`config.mk`:
```
export PLATFORM = sky130hd
export DESIGN_NAME = zigzag_rle
export DESIGN_NICKNAME = d
export VERILOG_FILES = /design/src/rtl/zigzag_rle.sv
export SDC_FILE = /design/constraint.sdc
export NUM_CORES = 1
export LEC_CHECK = 0
export ABC_AREA = 0
export CAP_MARGIN = 20
export CORE_ASPECT_RATIO = 1.25
export CORE_MARGIN = 2
export CORE_UTILIZATION = 50
export CTS_CLUSTER_DIAMETER = 100
export CTS_CLUSTER_SIZE = 12
export DETAILED_ROUTE_END_ITERATION = 12
export PLACE_DENSITY = 0.73
export SYNTH_ARGS = -nofsm -noshare
export SYNTH_HDL_FRONTEND = slang
export SYNTH_SLANG_ARGS = --single-unit
```
`constraint.sdc`:
```
create_clock -name clk -period 4.65 [get_ports clk]
set_input_delay 0.465 -clock clk [delete_from_list [all_inputs] [get_ports clk]]
set_output_delay 0.465 -clock clk [all_outputs]
set_load 0.005 [all_outputs]
```
`src/rtl/zigzag_rle.sv`:
```
// zigzag_rle: turns zigzag-ordered quantized coefficients into JPEG run-length symbols
// (DC, run/size/amplitude, ZRL, EOB) behind a single registered output slot.
module zigzag_rle #(
  parameter int COEF_W   = 12,
  parameter int BLK_SIZE = 64
) (
  input  logic                     clk,
  input  logic                     rst_n,
  input  logic                     coef_valid,
  output logic                     coef_ready,
  input  logic signed [COEF_W-1:0] coef,
  output logic                     sym_valid,
  input  logic                     sym_ready,
  output logic                     sym_dc,
  output logic [3:0]               sym_run,
  output logic [3:0]               sym_size,
  output logic [COEF_W-1:0]        sym_amp,
  output logic                     sym_last
);
  localparam int IW = $clog2(BLK_SIZE);
  localparam int SW = COEF_W + 10;
  localparam int LW = COEF_W + 5;
  localparam logic [SW-1:0] ZRL_SYM = {1'b0, 4'd15, 4'd0, {COEF_W{1'b0}}, 1'b0};
  localparam logic [SW-1:0] EOB_SYM = {1'b0, 4'd0, 4'd0, {COEF_W{1'b0}}, 1'b1};

  typedef enum logic {ACCEPT, ZRL} state_t;

  state_t            r_state, w_state_n;
  logic              r_live;
  logic [IW-1:0]     r_idx, w_idx_n;
  logic [5:0]        r_run, w_run_n;
  logic [LW-1:0]     r_lat, w_lat_n;
  logic              r_valid, w_valid_n;
  logic [SW-1:0]     r_sym, w_sym_n;
  logic [COEF_W-1:0] w_mag, w_vm1, w_amp;
  logic [3:0]        w_size;
  logic              w_slot, w_xfer, w_end, w_zero;

  assign w_slot     = !r_valid || sym_ready;
  assign coef_ready = r_live && (r_state == ACCEPT) && w_slot;
  assign w_xfer     = coef_valid && coef_ready;
  assign w_end      = r_idx == IW'(BLK_SIZE - 1);
  assign w_zero     = coef == '0;
  assign w_mag      = coef[COEF_W-1] ? COEF_W'(-coef) : COEF_W'(coef);
  assign w_vm1      = COEF_W'(coef) - 1'b1;
  assign sym_valid  = r_valid;
  assign {sym_dc, sym_run, sym_size, sym_amp, sym_last} = r_sym;

  // Negative amplitudes are the low size bits of v-1 (one's complement of |v|).
  always_comb begin
    w_size = '0;
    w_amp  = '0;
    for (int b = 0; b < COEF_W; b++) if (w_mag[b]) w_size = 4'(b + 1);
    for (int b = 0; b < COEF_W; b++)
      w_amp[b] = (4'(b) < w_size) && (coef[COEF_W-1] ? w_vm1[b] : coef[b]);
  end

  always_comb begin
    w_state_n = r_state;
    w_idx_n   = r_idx;
    w_run_n   = r_run;
    w_lat_n   = r_lat;
    w_valid_n = r_valid && !sym_ready;
    w_sym_n   = r_sym;
    if (w_xfer) begin
      w_idx_n = w_end ? '0 : r_idx + 1'b1;
      w_run_n = '0;
      if (r_idx == '0) begin
        w_valid_n = 1'b1;
        w_sym_n   = {1'b1, 4'd0, w_size, w_amp, 1'b0};
      end else if (w_zero && !w_end) begin
        w_run_n = r_run + 1'b1;
      end else if (w_zero) begin
        w_valid_n = 1'b1;
        w_sym_n   = EOB_SYM;
      end else if (r_run < 6'd16) begin
        w_valid_n = 1'b1;
        w_sym_n   = {1'b0, r_run[3:0], w_size, w_amp, w_end};
      end else begin
        // First ZRL goes out with the transfer itself to keep the slot busy every cycle.
        w_valid_n = 1'b1;
        w_sym_n   = ZRL_SYM;
        w_run_n   = r_run - 6'd16;
        w_lat_n   = {w_size, w_amp, w_end};
        w_state_n = ZRL;
      end
    end else if (r_state == ZRL && w_slot) begin
      w_valid_n = 1'b1;
      if (r_run >= 6'd16) begin
        w_sym_n = ZRL_SYM;
        w_run_n = r_run - 6'd16;
      end else begin
        w_sym_n   = {1'b0, r_run[3:0], r_lat};
        w_run_n   = '0;
        w_state_n = ACCEPT;
      end
    end
  end

  always_ff @(posedge clk or negedge rst_n) begin
    if (!rst_n) begin
      r_state <= ACCEPT;
      r_live  <= 1'b0;
      r_idx   <= '0;
      r_run   <= '0;
      r_lat   <= '0;
      r_valid <= 1'b0;
      r_sym   <= '0;
    end else begin
      r_state <= w_state_n;
      r_live  <= 1'b1;
      r_idx   <= w_idx_n;
      r_run   <= w_run_n;
      r_lat   <= w_lat_n;
      r_valid <= w_valid_n;
      r_sym   <= w_sym_n;
    end
  end
endmodule

```
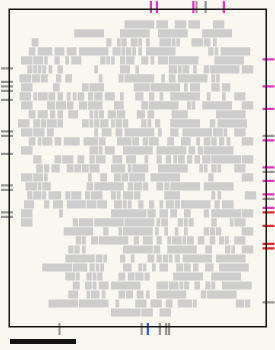
(run_1/pins.png)
Bar = 20 µm. Pins as bars across the die edge, other pins in grey.
[sym_run] red | pins: 4 | direction: output | edge: right
[sym_amp] magenta | pins: 12 | direction: output | edge: 8 right, 4 top
[coef_ready] blue | pins: 1 | direction: output | edge: bottom

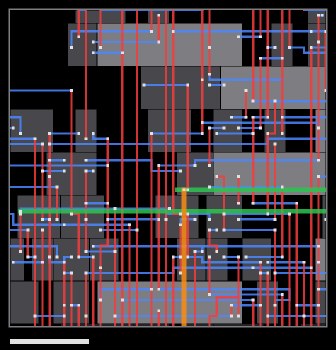
(run_1/zoom.png)
Bar = 5 µm. Region (29, 57) to (49, 77) µm. Cells in grey, sequential cells in the stronger grey; small squares are vias.
[met3] green
[met1] blue
[met4] orange
[met2] red
most frequent: nor2_1 (4), dfrtp_1 (4)
cells with their middle in the window: 28
netlist names of flops here include: r_lat (2), r_sym (2)
sequential cells in the window: 4

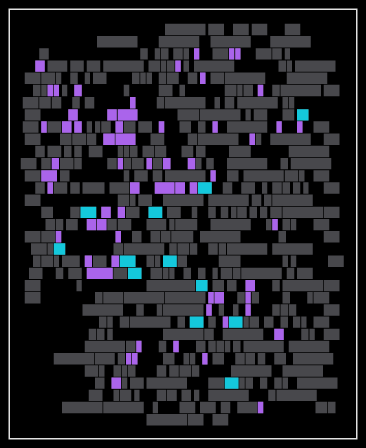
(run_1/gate_families.png)
[NOR gates] purple | cells: 62
[AND-OR and OR-AND gates] cyan | cells: 12

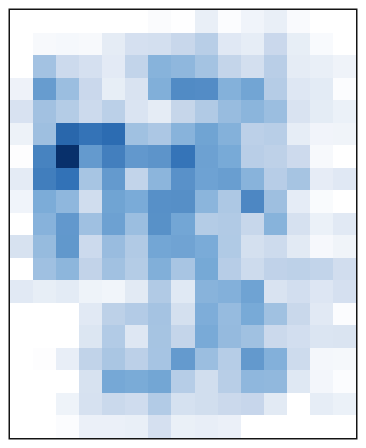
(run_1/wire_density.png)
The die is cut into 15 by 19 equal tiles; white is low, dark blue is high, scaled to the fullest tile. Values are wire area over tile area, all layers added.
mean over tiles: 0.17
nearly empty tiles: 15%
tiles over half the peak: 14%
emptiest ninth of the die: bottom left
fullest tile: 0.64
overall fraction of global-route tracks in use: 22.3%
WL per Instance: 15.3 µm
via count: 3035

==> run notes, run 1 <==
The flow run is done. For reference, the placement row count at floorplan is 33. Summed over all nets, wire length on met2 after detailed routing comes to 3740 µm. Of the cells placed in the final design, the portion with a size suffix greater than 1 is 7.35%. The leakage power in the latest report is 1.54 nW. For the worst reg-to-reg path, the endpoint reported by OpenROAD is r_sym[1]. Post-route clock period utilization landed at 79.2%. Growth of design area from synthesis to finish landed at 14.8%.

Looking at the power breakdown, combinational cells take 23.2% of the total. Fraction of the core area covered by cells at the end of the flow landed at 58.9%. In this run the tool buffered the top-level ports with 39 buffer cells. Listed in order, past its start point the critical path passes clkdlybuf4s50_1 > inv_1 > ha_1 > or4b_4 > o31ai_2 > xnor2_1 > nand2_2 > nor3_1 > nor2_1 > a221oi_1 > nor2_1. Maximum level of the CTS H-tree landed at 2. Across all checked pins, the minimum headroom to the slew limit is 42.4%.

Width of the die landed at 77.2 µm. Worst stage delay on the critical path landed at 0.71 ns. In this run the most used layer during global routing was met2. Remaining number of nets flagged by the antenna check after routing landed at 0. According to the timing report, the critical path is launched from coef[0].

The critical path in this run is classified as in2reg. For the final database, setup skew stands at 0.00895 ns. Detailed route wirelength on metal3 landed at 326 µm. Looking at the reg2reg group, the worst path starts from r_idx[2]. The cell area that synthesis handed to floorplanning was 3350 µm². The area taken by multi-input combinational cells is reported as 1820 µm². Transition at the pin with the smallest max-transition slack landed at 0.857 ns. Across the run, the number of max-cap violations was 0. The number of antenna diodes in the final layout is 0.

Final hold analysis gives a worst-case slack of 0.265 ns. Final cell count without fillers landed at 509. On met1, the global router reports a usage of 30.7%.

Post-synthesis, Yosys gives the total cell area as 3350 µm². Yosys warning tally landed at 0. In the power breakdown, the biggest contributor is registers. The finished cells cover 3840 µm². Portion of synthesized cell area occupied by the leading cell type landed at 40.4%. For reference, the final report shows the hold violation count at 0.

Clock-pin transition on the worst setup and hold timing paths landed at 0.10 ns. The slowest stage of the critical path belongs to the cell sky130_fd_sc_hd__nor3_1. Cell count along the critical path landed at 11.

Maximum number of pins on one net before global-route repair landed at 55. Counting I/O delays and the setup requirement, the final critical path takes 3.68 ns. The required time at the worst endpoint is listed as 4.84 ns. The cell sitting at the root of the clock tree is a sky130_fd_sc_hd__clkbuf_8. Routed length on met1 landed at 3620 µm. The first global-routing pass estimated 13400 µm of wire. For this run, design rule violations remaining after detail routing come to 0. The layout has 643 filler cells. The number of global-route vias before repair is 2755.

Hold buffer count at CTS landed at 0. Top fanout value on the critical path landed at 11. In this run, flip-flops and latches consume 48.7% of the power. Clock insertion delay at the later pin of the skew report landed at 0.30 ns. The cell that appears most often on the critical path is sky130_fd_sc_hd__nor2_1. The script logs the ratio of routed vias to standard cells as 5.96. Area of the core region landed at 6520 µm². The flow ran to the end, and the final reports show no timing, DRC or antenna violations. Power of the sequential group landed at 0.547 mW. Across all setup checks in the final design, the least slack found is 0.967 ns. Yosys reports that the most numerous cell types are 54 x sky130_fd_sc_hd__dfrtp_1, 54 x sky130_fd_sc_hd__nand2_1, 33 x sky130_fd_sc_hd__nor2_1, 30 x sky130_fd_sc_hd__o21ai_0, 19 x sky130_fd_sc_hd__clkbuf_1. In the synthesized netlist the dominant register cell turns out to be sky130_fd_sc_hd__dfrtp_1.

Share of flip-flops with an asynchronous set or reset landed at 100%. The detailed placer reported the number of placed instances as 500.
[run 1: registers in the layout, indices dropped and copies added (netlist names)]
register and count:
r_state 1, r_run 6, sym_valid 1, r_idx 6, r_sym 22, r_lat 17
r_live 1
[run 1: kinds of logic (layout without fill, tap and decap cells)]
family                   Yosys count  count (layout)  share of synthesized area, %
flip-flops                        54              54                          40.4
buffers and inverters             39              61                          5.35
AND/OR/NAND/NOR                  174             174                          27.0
XOR/XNOR                          16              16                          4.19
AND-OR/OR-AND                    112             112                          21.5
adder cells (fa/ha/maj)            4               4                          1.50
other                              1               1                         0.112
[run 1: layout make-up]
type | count | share of cell area [%]
clock buffer | 6 | 1.89
multi-input combinational | 307 | 47.3
timing repair buffer | 44 | 11.0
clock inverter | 2 | 0.977
inverter | 9 | 0.879
tap | 87 | 2.83
sequential | 54 | 35.2
==> run 2, diff against run 1 <==
==> constraint.sdc (replaced) <==
create_clock -name clk -period 3.48 [get_ports clk]
set_input_delay 0.348 -clock clk [delete_from_list [all_inputs] [get_ports clk]]
set_output_delay 0.348 -clock clk [all_outputs]
set_load 0.005 [all_outputs]
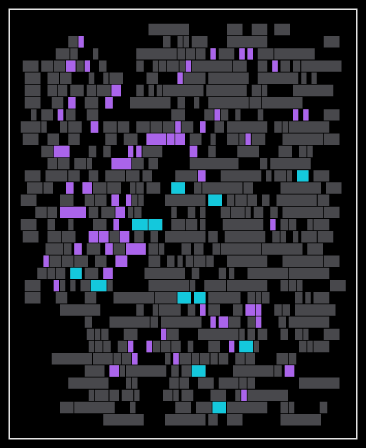
(run_2/gate_families.png)
[AND-OR and OR-AND gates] cyan | cells: 12
[NOR gates] purple | cells: 62

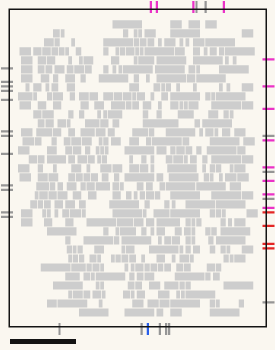
(run_2/pins.png)
Bar = 20 µm. Pins as bars across the die edge, other pins in grey.
number of buffers inserted by port buffering: 39
die extent in x: 77.2 µm
die y size: 95.5 µm

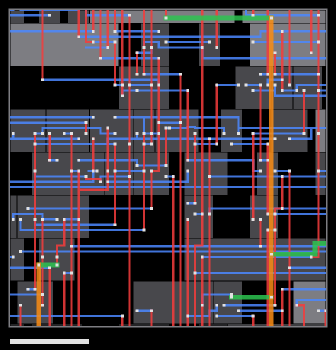
(run_2/zoom.png)
Bar = 5 µm. Region (29, 57) to (49, 77) µm. Cells in grey, sequential cells in the stronger grey; small squares are vias.
[met4] orange
[met2] red
[met1] blue
[met3] green
sequential cells in the window: 2
most frequent: nor3_1 (3), nor2_1 (3)
netlist names of flops here include: r_lat (2)
cells with their middle in the window: 28

==> run 2 against run 1 <==
  * Sequential power grew 34%
  * Cell count grew 3.7%
  * Critical path depth is the same
  * Register-to-register slack lost 0.83 ns
  * Synthesized cell count is the same
  * Design area grew 4.3%
  * Area after synthesis is the same
  * Global-route usage grew 1.3 points
  * Power grew 36%
  * Clock power grew 37%
  * Combinational power grew about 40%
  * Clock skew shrank 0.0038 ns
  * Largest power group unchanged
==> run notes, run 2 <==
The flow run is done. The timing report shows the most common cell along the critical path to be sky130_fd_sc_hd__nand2_2. Checking hold timing, the worst path is listed with class in2async. The first global-routing pass estimated 14000 µm of wire. Top fanout value on the critical path landed at 9. The cell type that accounts for the most area after synthesis is sky130_fd_sc_hd__dfrtp_1. The pre-antenna-repair detailed-routing pass consisted of 4 iterations. Entering global routing, the biggest net connects 35 pins.

After clock tree synthesis, the setup repair step added 0 buffers. Number of flip-flops under the largest register name landed at 22. Chip area in the Yosys report landed at 3350 µm². Sorting the synthesized cells by area gives the leading types as sky130_fd_sc_hd__dfrtp_1 40%, sky130_fd_sc_hd__nand2_1 6.1%, sky130_fd_sc_hd__o21ai_0 4.5%, sky130_fd_sc_hd__nor2_1 3.7%, sky130_fd_sc_hd__xnor2_1 3.4%. The worst pin sits at a relative slew slack of 49.9%.

For this block, the initial DRC count from the detailed router was 234. Per the post-run analysis, buffers plus inverters along the critical path come to 2. Routability congestion estimate landed at 0.966. The endpoint identified for the worst register-to-register timing path is r_sym[10].

The initial antenna violation count was 0. Half-perimeter wire length after placement landed at 5990 µm. In the Yosys report, the sequential cells make up 40.4% of the chip area. Max-slew check failures listed in the final report amount to 0.

Growth of design area from synthesis to finish landed at 19.8%. The post-route utilization of the core is recorded as 61.4%. Synthesized area per cell landed at 8.37 µm². Diode insertion count for antenna repair landed at 0. Starting density of the core landed at 51.3%. Clock-pin transition on the worst setup and hold timing paths landed at 0.09 ns. Data required time at the worst endpoint landed at 3.67 ns. Broken down by cell family, the worst path's largest delay share belongs to simple AND/OR/NAND/NOR gates.

After global routing, the most crowded layer is met2. The flow ran to the end, and the final reports show no timing, DRC or antenna violations. Summed over all nets, wire length on met2 after detailed routing comes to 3900 µm. The largest registers in the layout are r_sym: 22 flops, r_lat: 17 flops. Clock tree skew after final layout landed at 0.00516 ns. The final route contains 3009 vias. The synthesis run shows multiplexers occupying 0% of the cell area. Across the run, the number of max-cap violations was 0. In this run, the synthesized area fraction spent on and/or/nand/nor cells is recorded as 27.0%. After synthesis, the share of flip-flops with an asynchronous set or reset is 100%. Using the TritonRoute via totals, the vias-per-cell ratio works out to 5.70.

In this run the top signal layer used is met4. Fraction of layout cells with a size suffix above 1 landed at 11.6%. The completed layout was analyzed and its total power is 1.53 mW. r_sym holds more flip-flops than any other register. Total power divided by cell area landed at 381 nW/µm². The stage logs contain a warning count of 27. TritonCTS built the clock tree. Following the worst setup path forward leads to its endpoint at r_sym[6]. STA classifies the critical path startpoint as an input pin. Number of I/O pins landed at 40. Summed over all routing layers, the global router reports a total usage of 23.6%. OpenSTA lists the critical path startpoint as coef[0]. The synthesized design contains 0 enable-type register cells. Setup TNS after final layout landed at 0 ns.

Counting flops and latches in the post-synthesis netlist gives 54. The final layout contains routed wiring with a total length of 8020 µm. Time the final worst path needs with I/O delays and setup landed at 3.07 ns. The report lists the cells along the critical path as clkdlybuf4s50_1 > inv_1 > ha_1 > or4b_4 > o31ai_2 > xnor2_1 > nand2_2 > or4_1 > nand2_2 > o31a_1 > o21ai_1. Final cell count without fillers landed at 528.

Routed length on met1 landed at 3720 µm. Looking at the clock tree report, the maximum root-to-sink buffer count equals 2. Based on the critical path, the design can be clocked at up to 0.325 GHz.

Ranking logic cells in the layout by count gives the top entries 54 x sky130_fd_sc_hd__nand2_1, 54 x sky130_fd_sc_hd__dfrtp_1, 38 x sky130_fd_sc_hd__clkdlybuf4s50_1. Clock sink count landed at 54. Summing all non-filler instances in the final layout gives an area of 4010 µm². Worst stage delay on the critical path landed at 0.73 ns. Across all hold checks on the routed design, the worst slack comes to 0.0991 ns. Global route total overflow landed at 0.

Summing every instance area after synthesis gives 3350 µm². Area of the core region landed at 6520 µm². Final count of negative-setup-slack endpoints landed at 0. In this run, the synthesized area fraction spent on xor and xnor cells is recorded as 4.19%. The number of nets handed over by synthesis was 420. The number of gates resized after CTS was 0.

The number of global-route vias before repair is 2872. Portion of synthesized cell area occupied by the leading cell type landed at 40.4%. In the synthesized netlist, the cells that appear most often are 54 x sky130_fd_sc_hd__dfrtp_1, 54 x sky130_fd_sc_hd__nand2_1, 33 x sky130_fd_sc_hd__nor2_1, 30 x sky130_fd_sc_hd__o21ai_0, 19 x sky130_fd_sc_hd__clkbuf_1. The final critical path takes up 88.3% of the cycle. Number of nets in the final layout landed at 461. Register-to-register path setup slack landed at 1.23 ns. At the later pin of the worst-skew pair, clock insertion delay measures 0.31 ns. Transition at the pin with the smallest max-transition slack landed at 0.751 ns. Per the CTS log, the root buffer master is sky130_fd_sc_hd__clkbuf_8.

Global routing usage on met2 landed at 39.6%. Number of placement rows landed at 33. Area fraction in compound gates after synthesis landed at 21.5%. Yosys mapped the design onto 63 distinct sky130hd cell types. Synthesis produced 400 cells.

Summing all placed instances gives a cell area of 3900 µm². Number of hold violations in the final report landed at 0. Per the detail_route report, DRC violations left total 0. Met3 track utilization from global routing landed at 2.65%. On met1, the global router reports a usage of 31.3%.

Arithmetic-cell share of the synthesized area counting full adders, half adders and majority gates landed at 1.50%. Looking at the reg2reg group, the worst path starts from r_idx[2]. The post-CTS hold buffer count recorded in the log is 0.

Post-synth the commonest register cell is sky130_fd_sc_hd__dfrtp_1. Count of instantiated cells in the yosys netlist landed at 400. The STA report counts the stages on the worst setup path as 11.

Across the VDD grid, the largest voltage drop is 201 µV. The worst setup path is of the in2reg kind. Dividing the detail-routed wire length by the instance count gives 15.2 µm.

Per the CTS log, the maximum H-tree level is 2. Post-place setup slack landed at 0.0645 ns. Setup repair after global routing left no endpoint under its margin. Worst-case setup margin in the final layout landed at 0.406 ns. Remaining number of nets flagged by the antenna check after routing landed at 0. For this run, the number of Yosys warnings is 0. Among the non-sequential cells, simple AND/OR/NAND/NOR gates take the most area. In this run, CTS created clock tree buffers numbering 5. Per the STA report, the cell with the highest stage delay on the worst path is sky130_fd_sc_hd__or4_1.

In this run the static leakage power is 1.65 nW. STA classifies the critical path endpoint as a flop. Arrival time at the worst endpoint landed at 3.27 ns. Measured in cells, the most critical reg-to-reg path has a length of 8. Summed over all nets, wire length on met3 after detailed routing comes to 229 µm. Post-placement cell count landed at 521.

The die covers 7370 µm².
run 2: netlist changes by cell type in the layout (fill, tap and decap cells not counted), sizes merged:
cell      previous run  this run
buf                  6        26
clkinvlp             1         0
run 2: area by class of cell:
type / instances / area (µm²)
multi-input combinational: 307 / 1820
sequential: 54 / 1350
clock inverter: 1 / 30.0
inverter: 9 / 33.8
tap: 87 / 109
fill: 636 / 2510
clock buffer: 6 / 82.6
timing repair buffer: 64 / 586
run 2: power breakdown:
part / internal [mW] / leakage (nW) / switching (mW)
logic: 0.178 / 0.869 / 0.187
registers: 0.685 / 0.721 / 0.0466
clock network: 0.230 / 0.0573 / 0.201
No activity file was given, so power comes from the tool's default toggle rates.
